## src/rtl/seg_scan_ctrl.sv

```systemverilog
// Four-digit seven-segment scan controller: round-robin digit select, blanked one-hot enables, double-buffered digits.
// Latency: enables/digit are combinational from registers; en drop darkens display after 1 edge; loads shown at next frame boundary.
// Backpressure: none; load is a fire-and-forget strobe, newest pending load before a frame boundary wins.
module seg_scan_ctrl #(
    parameter int DIV   = 4,
    parameter int BLANK = 1
) (
    input  logic       clk,
    input  logic       rst,
    input  logic       en,
    input  logic [3:0] a,
    input  logic [3:0] b,
    input  logic [3:0] c,
    input  logic [3:0] d,
    input  logic       load,
    output logic [1:0] sel,
    output logic [3:0] digit,
    output logic       en_a,
    output logic       en_b,
    output logic       en_c,
    output logic       en_d,
    output logic       frame_done,
    output logic       pend_valid
);

    // Counter width covers 0..DIV-1; DIV>=2 keeps this at least one bit.
    localparam int            CW      = $clog2(DIV);
    localparam logic [CW-1:0] CNT_MAX = CW'(DIV - 1);
    localparam logic [CW-1:0] BLANK_C = CW'(BLANK);

    logic [CW-1:0] cnt;
    logic [CW-1:0] cnt_nxt;
    logic [1:0]    sel_nxt;
    logic [3:0]    act       [4];
    logic [3:0]    pend      [4];
    logic [3:0]    load_vals [4];
    logic          slot_end;
    logic          frame_end;
    logic          lit;

    // Gather the four incoming digit values so buffers can be copied as a whole.
    always_comb begin
        load_vals[0] = a;
        load_vals[1] = b;
        load_vals[2] = c;
        load_vals[3] = d;
    end

    // Slot and frame boundary detection; a frame ends on the last cycle of digit d while scanning.
    always_comb begin
        slot_end  = (cnt == CNT_MAX);
        frame_end = en && slot_end && (sel == 2'd3);
    end

    // Next slot counter and digit index; idle parks both at zero.
    always_comb begin
        cnt_nxt = cnt;
        sel_nxt = sel;
        if (!en) begin
            cnt_nxt = '0;
            sel_nxt = 2'd0;
        end else if (slot_end) begin
            cnt_nxt = '0;
            sel_nxt = sel + 2'd1;
        end else begin
            cnt_nxt = cnt + CW'(1);
        end
    end

    // Scan position registers and the frame-start pulse.
    always_ff @(posedge clk or posedge rst) begin
        if (rst) begin
            cnt        <= '0;
            sel        <= 2'd0;
            frame_done <= 1'b0;
        end else begin
            cnt        <= cnt_nxt;
            sel        <= sel_nxt;
            frame_done <= frame_end;
        end
    end

    // Digit buffers: idle loads go straight to the display, scan loads wait for the frame boundary
    // so a half-updated frame is never shown. A load landing on the boundary itself bypasses pending.
    always_ff @(posedge clk or posedge rst) begin
        if (rst) begin
            for (int i = 0; i < 4; i++) begin
                act[i]  <= 4'd0;
                pend[i] <= 4'd0;
            end
            pend_valid <= 1'b0;
        end else if (!en) begin
            if (load) begin
                act        <= load_vals;
                pend       <= load_vals;
                pend_valid <= 1'b0;
            end
        end else if (frame_end) begin
            if (load) begin
                act  <= load_vals;
                pend <= load_vals;
            end else if (pend_valid) begin
                act  <= pend;
            end
            pend_valid <= 1'b0;
        end else if (load) begin
            pend       <= load_vals;
            pend_valid <= 1'b1;
        end
    end

    // Enables decode from registered state only; the leading blank cycles of each slot stay dark
    // so the mux can settle on the new digit before its common line turns on.
    always_comb begin
        lit   = (cnt >= BLANK_C);
        en_a  = lit && (sel == 2'd0);
        en_b  = lit && (sel == 2'd1);
        en_c  = lit && (sel == 2'd2);
        en_d  = lit && (sel == 2'd3);
        digit = act[sel];
    end

endmodule

```

## config.mk

```make
export PLATFORM = sky130hd
export DESIGN_NAME = seg_scan_ctrl
export DESIGN_NICKNAME = d
export VERILOG_FILES = /design/src/rtl/seg_scan_ctrl.sv
export SDC_FILE = /design/constraint.sdc
export NUM_CORES = 1
export LEC_CHECK = 0
export CAP_MARGIN = 20
export CORE_ASPECT_RATIO = 0.6
export CORE_MARGIN = 3
export CORE_UTILIZATION = 45
export DETAILED_ROUTE_END_ITERATION = 12
export HOLD_SLACK_MARGIN = 0.02
export PLACE_DENSITY = 0.72
export SYNTH_ARGS = -nofsm -noshare
export SYNTH_HDL_FRONTEND = slang
export SYNTH_SLANG_ARGS = --single-unit
```

## constraint.sdc

```tcl
create_clock -name clk -period 1.6 [get_ports clk]
set_clock_uncertainty 0.05 [all_clocks]
set_input_delay 0.24 -clock clk [delete_from_list [all_inputs] [get_ports clk]]
set_output_delay 0.24 -clock clk [all_outputs]
set_load 0.02 [all_outputs]
```

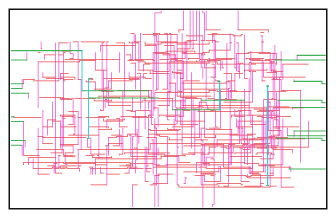
Fig. 1. Wiring by layer (run 1).
met2 -> magenta  # wire length 1,810 um
met3 -> green  # wire length 214 um
met1 -> red  # wire length 1,830 um
met4 -> cyan  # wire length 65.3 um
Wirelength per Cell: 16.3 um
Post-Route WL: 3.91 mm
vias post-DR: 1,169

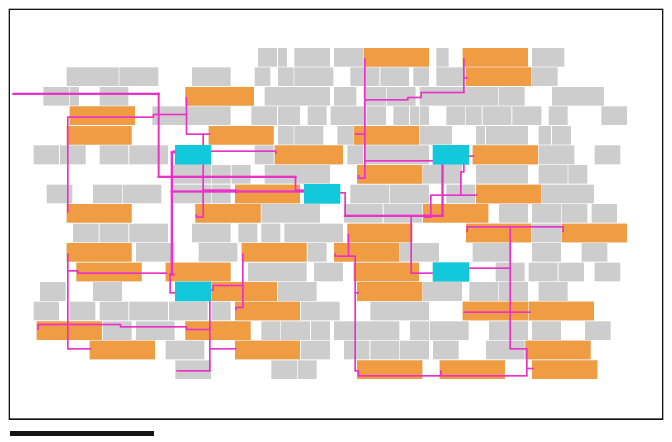
Fig. 2. Routed clock nets over the placement (run 1).
Scale bar: 20 um.
clock wires -> magenta  # length 471 um
flip-flops -> orange  # count 38
cells driving clock nets -> cyan  # count 5
routed clock nets = 6

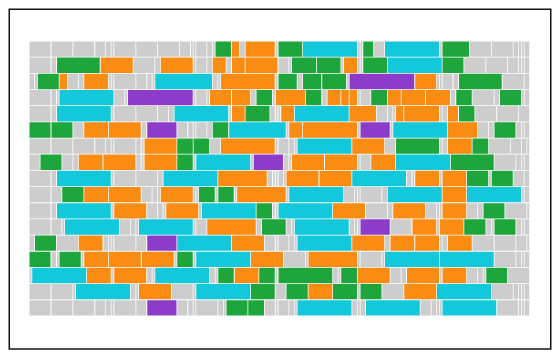
Fig. 3. Placement by cell class (run 1).
Fill, decap, tap and diode cells in gray.
flip-flops -> cyan  # cells 38, share of their area 35%
clock drivers and dummy loads -> purple  # cells 8, share of their area 5.3%
all other logic -> orange  # cells 80, share of their area 38%
other buffers and delay cells -> green  # cells 57, share of their area 22%

==> run notes, run 1 <==
flow finished, numbers: status finished, violations left, violated checks negative setup slack, Peak VDD IR 0.589 mV, dpl ws -0.288 ns, Comb. pwr 0.673 mW, total grt overflow 0, path category of the worst min-delay check in2async, Top cell excl fill/tap dfrtp_1, CTS buffer count 5, Setup crit start sel[0], crit end category primary output, Gate power share 23.7%, Layout area overhead 42.5%, DP HPWL 2.72 mm, initial antenna violation count 0, crit path to digit[2], DIE WIDTH 90.8 um, Final Power 2.84 mW, P_sw 0.649 mW, reg-to-reg slack, setup -0.16 ns, post-route minimum period 1.77 ns, Leak 1.27 nW, Detail Route Antenna Nets 0, fillcell total 265, unrepaired setup endpoints after global routing true, Worst setup SP type flip-flop, Net Sw Frac 22.8%, first-pass GRT wire length 6.18 mm, Synth Instances 125, clock network fraction of design power 35.3%, fraction of layout cells with a size suffix above 1 58.5%, Slew @ Worst Pin 0.243 ns, final worst slack -0.168 ns, yosys stat chip area 1940 sq um, placed inst area 2480 sq um, Max H-tree Level 2, worst endpoint required time 1.31 ns, Post-synth seq share 48.9%, Seq pwr share 41.0%, Std-Cell Rows 17, initial core utilization 49.9%, Final Cell Area 2770 sq um, Tot GR Track Use 15.6%, Final nets 208, vias in the first global route 1,237, yosys cell count 125, syn_area_per_cell 15.5 sq um, logic area 996 sq um, Critical-path top delay cell mux4_2, reg2reg path depth 7, syn nets 151, Int Power 2.19 mW, register area 953 sq um, worst hold slack 0.243 ns, Finish-stage setup viols 24, Sum Neg Setup Slack -2.78 ns, CTS tree yes, Placed Cells 226, Netlist cell types 22, final core occ 71.1%, sequential group power 1.16 mW, Max Cap Viol 0, non-filler instance count after layout 240, CP peak stage delay 0.51 ns, Reg2Reg Launch Point sel[0], Tcrit/Tclk final 110%, I/O pins 32, Root Driver clkbuf_8, Synth top area share 48.9%, Top Layout Cells dfrtp_1, mux2_4, mux2_2, Pre-antenna DRT Iters 4, pwr dens 1030 nW/um^2, die area 5170 sq um, RePlAce Congestion 0.684, Clock Tree Buf Depth 2, worst-path maximum fanout 4, Setup CP Type reg2out, DRC viols 0, fin. max-slew vios 0, largest net degree at the start of global routing 39, cell area after synthesis 1940 sq um, P_clk 1.00 mW
==> run 1: logic make-up (layout without fill, tap and decap cells) <==
logic type               after synthesis  after routing  synth area share (%)
AND/OR/NAND/NOR                       12             12                  3.99
multiplexers                          54             54                  37.3
AND-OR/OR-AND                          2              2                 0.708
XOR/XNOR                               1              1                 0.451
adder cells (fa/ha/maj)                6              6                  3.86
flip-flops                            38             38                  48.9
buffers and inverters                 12             70                  4.70
==> run 1: registers in the layout (all words and copies together), names as in the netlist <==
signal and flops:
sel 2, frame_done 1, pend_valid 1, pend 16, cnt 2, act 16
==> run 1: critical path, delay by kind of cell, from the launching register on <==
family / cells / cell delay [ns]
buf+inv: 2 / 0.28
mux: 1 / 0.51
flops: 1 / 0.41
==> run 1: final cells by class <==
class / instances / share of cell area, %
Clock buffer: 6 / 2.98
Timing Repair Buffer: 57 / 21.1
Inverter: 5 / 0.768
Multi-Input combinational cell: 75 / 36.0
Tap cell: 57 / 2.58
Clock inverter: 2 / 2.17
Sequential cell: 38 / 34.4
==> run 1: cell usage after synthesis, drive strengths merged <==
cell type	instances
mux2	48
dfrtp	38
nor2b	7
ha	6
buf	5
inv	5
mux4	4
a21oi	2
and2	2
clkbuf	2
mux2i	2
and3	1
nand2	1
nor2	1
xor2	1
==> run 1: timing repair <==
item,in CTS,in global routing
hold buffers,0,0
setup buffers,2,3
setup endpoints to repair,26,25
pin swaps,1,2
resized,54,16
gates cloned,0,1
==> run 1: per-layer routing <==
metal  global-route usage [%]  vias to the layer above  wire length [um]  share of wire [%]
met3                     5.22                        9               213                5.4
met5                        0                        -                 0                  0
li1                         -                      554                 -                  -
met1                     20.2                      578              1830                 47
met4                     6.22                        0                65                1.7
met2                     24.4                       28              1810                 46
Fig. 4: run 1, ports around the boundary
Pins as bars across the die edge, other pins in gray.
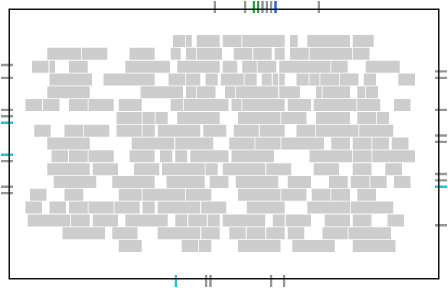

--- run 2 (diff from run 1) ---
CELL_PAD_IN_SITES_DETAIL_PLACEMENT = 0   (was not set)
CELL_PAD_IN_SITES_GLOBAL_PLACEMENT = 2   (was not set)
CORE_UTILIZATION = 40   (was 45)
DONT_BUFFER_PORTS = 1   (was not set)
PLACE_DENSITY = not set   (was 0.72)
PLACE_DENSITY_LB_ADDON = 0.1   (was not set)
REMOVE_ABC_BUFFERS = 1   (was not set)
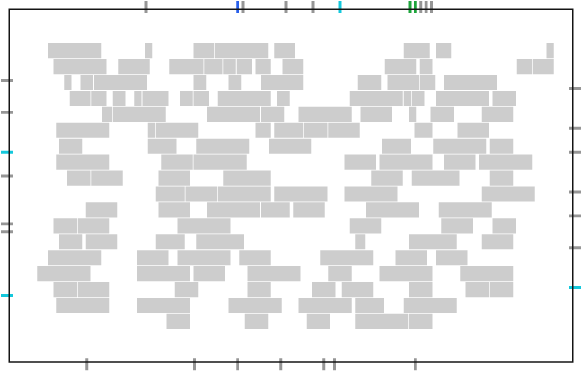
Fig. 5. Ports around the boundary (run 2).
Pins as bars across the die edge, other pins in gray.
`en_d` -> blue  # pins 1, direction output, edge top
`c` -> cyan  # pins 4, direction input, edge 2 left, 1 top, 1 right
`sel` -> green  # pins 2, direction output, edge top
PortBufs: 0
die height: 60.0 um
DIE WIDTH: 96.0 um

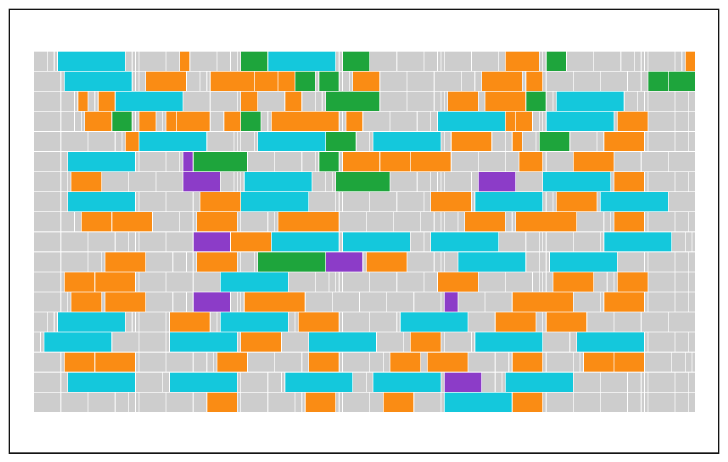
Fig. 6. Placement by cell class (run 2).
Fill, decap, tap and diode cells in gray.
other buffers and delay cells -> green  # cells 17, share of their area 8.9%
flip-flops -> cyan  # cells 38, share of their area 43%
all other logic -> orange  # cells 80, share of their area 44%
clock drivers and dummy loads -> purple  # cells 8, share of their area 4.1%

==> run 2 against run 1 <==
The flow still finishes with violations (negative setup slack). First-iteration DRC count decreased by 27%. Highest routed layer unchanged. Flip-flop count unchanged. Hold slack got worse by 0.20 ns. Non-clock buffer count decreased by 40. Synthesized cell count unchanged. Sequential share of layout area increased by 7.1 points.
==> run notes, run 2 <==
flow finished, numbers: status finished, violations left, violated checks negative setup slack, logic area 956 sq um, Clock Tree Buf Depth 2, placed inst area 2050 sq um, vias post-DR 1,021, register area 951 sq um, DRC viols 0, fillcell total 378, Detail Route Antenna Nets 0, Std-Cell Rows 18, initial antenna violation count 0, Wirelength per Cell 16.9 um, Layout area overhead 17.8%, Leak 1.02 nW, yosys cell count 125, top cells by count, synth dfrtp_1, mux2_2, mux2_4, ha_1, nor2b_1, cell area after synthesis 1940 sq um, Post-synth EDFFs 0, Max Cap Viol 0, unrepaired setup endpoints after global routing true, RePlAce Congestion 0.677, Worst Path Buf+Inv 1, Synth top cell by count dfrtp_1, Largest delay share family, worst path multiplexers, Setup Buffers After CTS 2, I/O pins 32, Finish-stage setup viols 14, Routed met2 length 1.54 mm, largest net degree at the start of global routing 39, PostCTS Resize Cnt 11, fraction of layout cells with a size suffix above 1 58.0%, Worst setup SP type flip-flop, CP peak stage delay 0.59 ns, Tot GR Track Use 13.3%, Final Cell Area 2290 sq um, final worst slack -0.115 ns, Top cell excl fill/tap dfrtp_1, post-route minimum period 1.72 ns, Synth Flop Type dfrtp_1, Root Driver clkbuf_8, Tcrit/Tclk final 107%, first-pass GRT wire length 5.46 mm, Synth Instances 125, Peak VDD IR 0.420 mV, met2 Track Usage GR 19.0%, pwr dens 994 nW/um^2, CTS buffer count 5, routing usage on met3 4.78%, worst hold slack 0.0447 ns, Critical-path top delay cell mux4_2, initial core utilization 44.2%, wl on met1 1.67 mm, worst-path maximum fanout 8, Final nets 168, yosys stat chip area 1940 sq um, total grt overflow 0, DR top layer met4, die area 5760 sq um, Netlist cell types 22, worst endpoint required time 1.31 ns, Hold-fix buffers, CTS 2, DP HPWL 2.24 mm, biggest regs act x16, pend x16, path category of the worst min-delay check in2reg, dpl ws 0.104 ns, Top Usage Layer GRT met2, CTS tree yes, Pre-antenna DRT Iters 2, Post-synth seq share 48.9%, Setup CP Type reg2out, fin. max-slew vios 0, vias in the first global route 1,053, Slew @ Worst Pin 0.487 ns
-- run 2: cells by family after synthesis --
logic type | synth area share (%)
buffers and inverters | 4.70
AND/OR/NAND/NOR | 3.99
flip-flops | 48.9
AND-OR/OR-AND | 0.708
XOR/XNOR | 0.451
multiplexers | 37.3
adder cells (fa/ha/maj) | 3.86
-- run 2: cell type report --
cell class	instances	share of cell area [%]
clock buffer	7	3.77
clock inverter	1	0.219
inverter	5	0.820
multi-input combinational	75	41.7
sequential	38	41.5
tap	60	3.28
timing repair buffer	17	8.63
-- run 2: stage by stage --
step,std cells,setup TNS [ns],power [mW]
6_report,203,-0.546,2.28
5_1_grt,203,-1.76,2.42
4_1_cts,201,-0.737,2.31
3_5_place_dp,189,0,1.59
3_3_place_gp,189,0,1.58
2_1_floorplan,118,-8.58,1.49
-- run 2: final timing paths --
check,from,endpoint,slack [ns],depth (start not counted)
setup / recovery,sel[0],digit[0],-0.12,2
hold / removal,en,cnt[0],0.04,1
setup reg to reg,sel[0],act[10],-0.01,6
hold reg to reg,cnt[0],cnt[0],0.41,1
max in group asynchronous,rst,pend[6],0.69,3
min in group asynchronous,rst,pend[9],0.46,3
-- run 2: worst reg2reg max path: stages (launching register included) --
cell and delay (ns):
dfrtp_1 0.39, buf_4 0.14, ha_4 0.13, nand2_2 0.06, a21oi_4 0.22, clkbuf_16 0.20
mux2_4 0.30
-- run 2: where the power goes --
group | switching (mW) | total (mW) | internal [mW]
Sequential | 0.0655 | 1.15 | 1.09
Clock | 0.313 | 0.660 | 0.347
Combinational | 0.172 | 0.463 | 0.291
Total | 0.551 | 2.28 | 1.73
--- run 3 (diff from run 2) ---
CELL_PAD_IN_SITES_DETAIL_PLACEMENT = not set   (was 0)
CELL_PAD_IN_SITES_GLOBAL_PLACEMENT = not set   (was 2)
CORE_UTILIZATION = 45   (was 40)
MAX_ROUTING_LAYER = met4   (was not set)
PLACE_DENSITY_LB_ADDON = not set   (was 0.1)
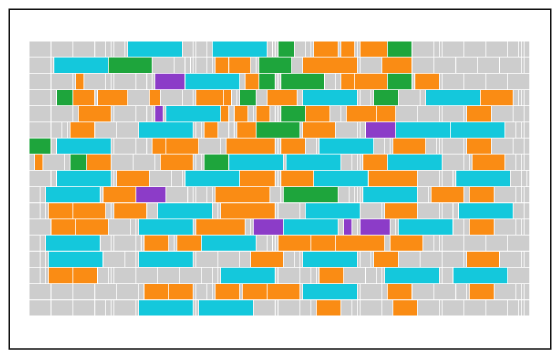
Fig. 7. Placement by cell class (run 3).
Fill, decap, tap and diode cells in gray.
all other logic -> orange  # cells 80, share of their area 45%
clock drivers and dummy loads -> purple  # cells 7, share of their area 3.4%
flip-flops -> cyan  # cells 38, share of their area 43%
other buffers and delay cells -> green  # cells 16, share of their area 9.1%
Std-Cell Rows: 17
sequential cell area share: 41.3%
Final Cell Area: 2300 sq um

==> run 3 against run 2 <==
The flow still finishes with violations (negative setup slack). Wire length up 2.5%. Utilization up 7.0 points. Critical path depth unchanged. Via count down 1.2%. Clock-buffer cell count unchanged. Hold slack worse by 0.00063 ns. Sequential power about the same. Final cell count down 2.5%. Die area down 10%. Synthesized area unchanged. Flip-flop count unchanged. Highest routed layer unchanged.
==> run notes, run 3 <==
flow finished, numbers: first-pass GRT wire length 5.60 mm, Layout area overhead 18.5%, CTS buffer count 5, Critical-path top delay cell mux4_2, die area 5170 sq um, violated checks negative setup slack, P_clk 0.603 mW, Placed Cells 186, reg2reg path depth 7, largest net degree at the start of global routing 39, pwr dens 967 nW/um^2, syn_area_per_cell 15.5 sq um, Worst setup SP type flip-flop, FFs w/ async S/R, synth 100%, placed inst area 2050 sq um, reg-to-reg slack, setup -0.12 ns, fraction of layout cells with a size suffix above 1 60.3%, top cells by count, synth dfrtp_1, mux2_2, mux2_4, ha_1, nor2b_1, Reg2Reg Launch Point sel[0], initial antenna violation count 0, Max Cap Viol 0, final core occ 59.1%, yosys cell count 125, Post-Route WL 3.52 mm, RR Endpoint act[1], mux share of post-synthesis cell area 37.3%, status finished, violations left, area fraction in compound gates 0.708%, Post-synth seq share 48.9%, Peak VDD IR 0.486 mV, DP HPWL 2.40 mm, Yosys top cell by area dfrtp_1, non-filler instance count after layout 198, Gate power share 21.0%, initial core utilization 49.9%, TritonCTS Sinks 38, Dominant combinational family multiplexers, Synth top cell by count dfrtp_1, I/O pins 32, final worst slack -0.133 ns, post-route minimum period 1.73 ns, yosys stat chip area 1940 sq um, Root Driver clkbuf_8, Int Power 1.68 mW, Final nets 167, Detail Route Antenna Nets 0, Pre-antenna DRT Iters 2, Tcrit/Tclk final 108%, Worst Path Buf+Inv 1, Clock Tree Buf Depth 2, Synth Flop Type dfrtp_1, Comb. pwr 0.468 mW, DRC viols 0, Top Layout Cells dfrtp_1, mux2_2, mux2_4, Leak 1.00 nW, path category of the worst min-delay check in2reg, Post-synth EDFFs 0, vias in the first global route 1,071, Adder Share, Synth 3.86%, Slew @ Worst Pin 0.476 ns, worst-path maximum fanout 8, WHS Path Cells 1, worst endpoint required time 1.31 ns, RePlAce Congestion 0.697, fin. max-slew vios 0, CP peak stage delay 0.59 ns, PortBufs 0, Largest delay share family, worst path multiplexers, Synth top area share 48.9%, cell area after synthesis 1940 sq um, Finish-stage setup viols 23, CTS tree yes, sequential group power 1.16 mW, clock network fraction of design power 27.1%, total grt overflow 0
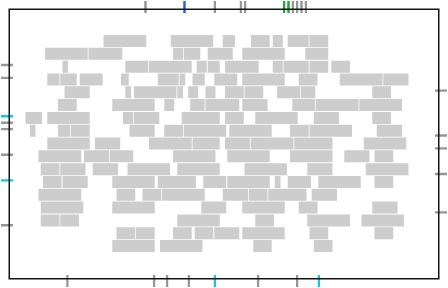
Fig. 8. Ports around the boundary (run 3).
Pins as bars across the die edge, other pins in gray.
`en_d` -> blue  # pins 1, direction output, edge top
`sel` -> green  # pins 2, direction output, edge top
`c` -> cyan  # pins 4, direction input, edge 2 left, 2 bottom

## run 3: cell counts after synthesis
Identical to the previous run, type by type.
## run 3: cells by family (layout without fill, tap and decap cells)
logic type | count (synthesis) | in the layout
compound gates | 2 | 2
fa+ha+maj | 6 | 6
buf+inv | 12 | 28
simple gates | 12 | 12
mux | 54 | 54
xor+xnor | 1 | 1
flops | 38 | 38
## run 3: worst max-delay path by stage
| stage | from | endpoint | slack [ns] | depth (start not counted) |
|---|---|---|---|---|
| floorplan | sel[0] | act[10] | -0.57 | 4 |
| finish | sel[0] | digit[1] | -0.13 | 2 |
| detailed placement | sel[1] | act[7] | 0.09 | 5 |
| global route | sel[0] | digit[1] | -0.18 | 2 |
| CTS | sel[0] | digit[2] | -0.15 | 2 |
| global placement | sel[0] | digit[2] | 0.15 | 2 |
## run 3: per-stage QoR
stage          worst slack [ns]  power (mW)  setup TNS [ns]
3_3_place_gp              0.146        1.58               0
3_5_place_dp             0.0948        1.60               0
6_report                 -0.133        2.23           -2.30
4_1_cts                  -0.148        2.22          -0.738
2_1_floorplan            -0.573        1.49           -8.58
5_1_grt                  -0.182        2.36           -3.39
## run 3: repair_timing
item,in CTS,in global routing
cloned,0,1
resized,10,20
pin swaps,1,1
hold buffers,1,0
hold endpoints to repair,38,0
setup buffers,2,1
setup endpoints to repair,8,15
## run 3: layer usage
metal / up-vias / share of wire [%] / GRT usage [%]
met5: - / 0 / -
met1: 511 / 46 / 19.1
met2: 19 / 47 / 22.0
met4: 0 / 1.7 / 6.22
li1: 472 / - / -
met3: 7 / 5.4 / 5.22
## run 3: final cells by class
class,instances,area [sq um]
fill,322,1590
multi-input combinational,75,976
sequential,38,951
timing repair buffer,16,204
clock buffer,7,76.3
tap,57,71.3
inverter,5,23.8

==> layout pictures side by side <==
Cell outlines without signal wires.
panel A
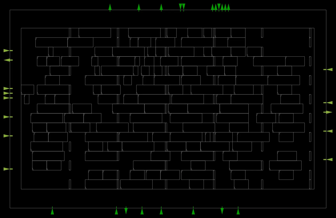
panel B
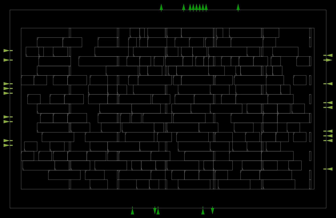
panel C
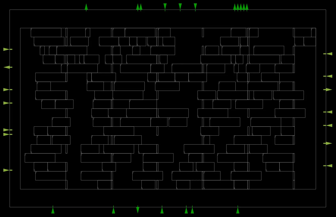
panel C: run 2
panel B: run 1
panel A: run 3
The one with the highest utilization is panel B.
The one with the most cells is panel B.

Power figures rest on the tool's default switching activity, not on a simulated workload.
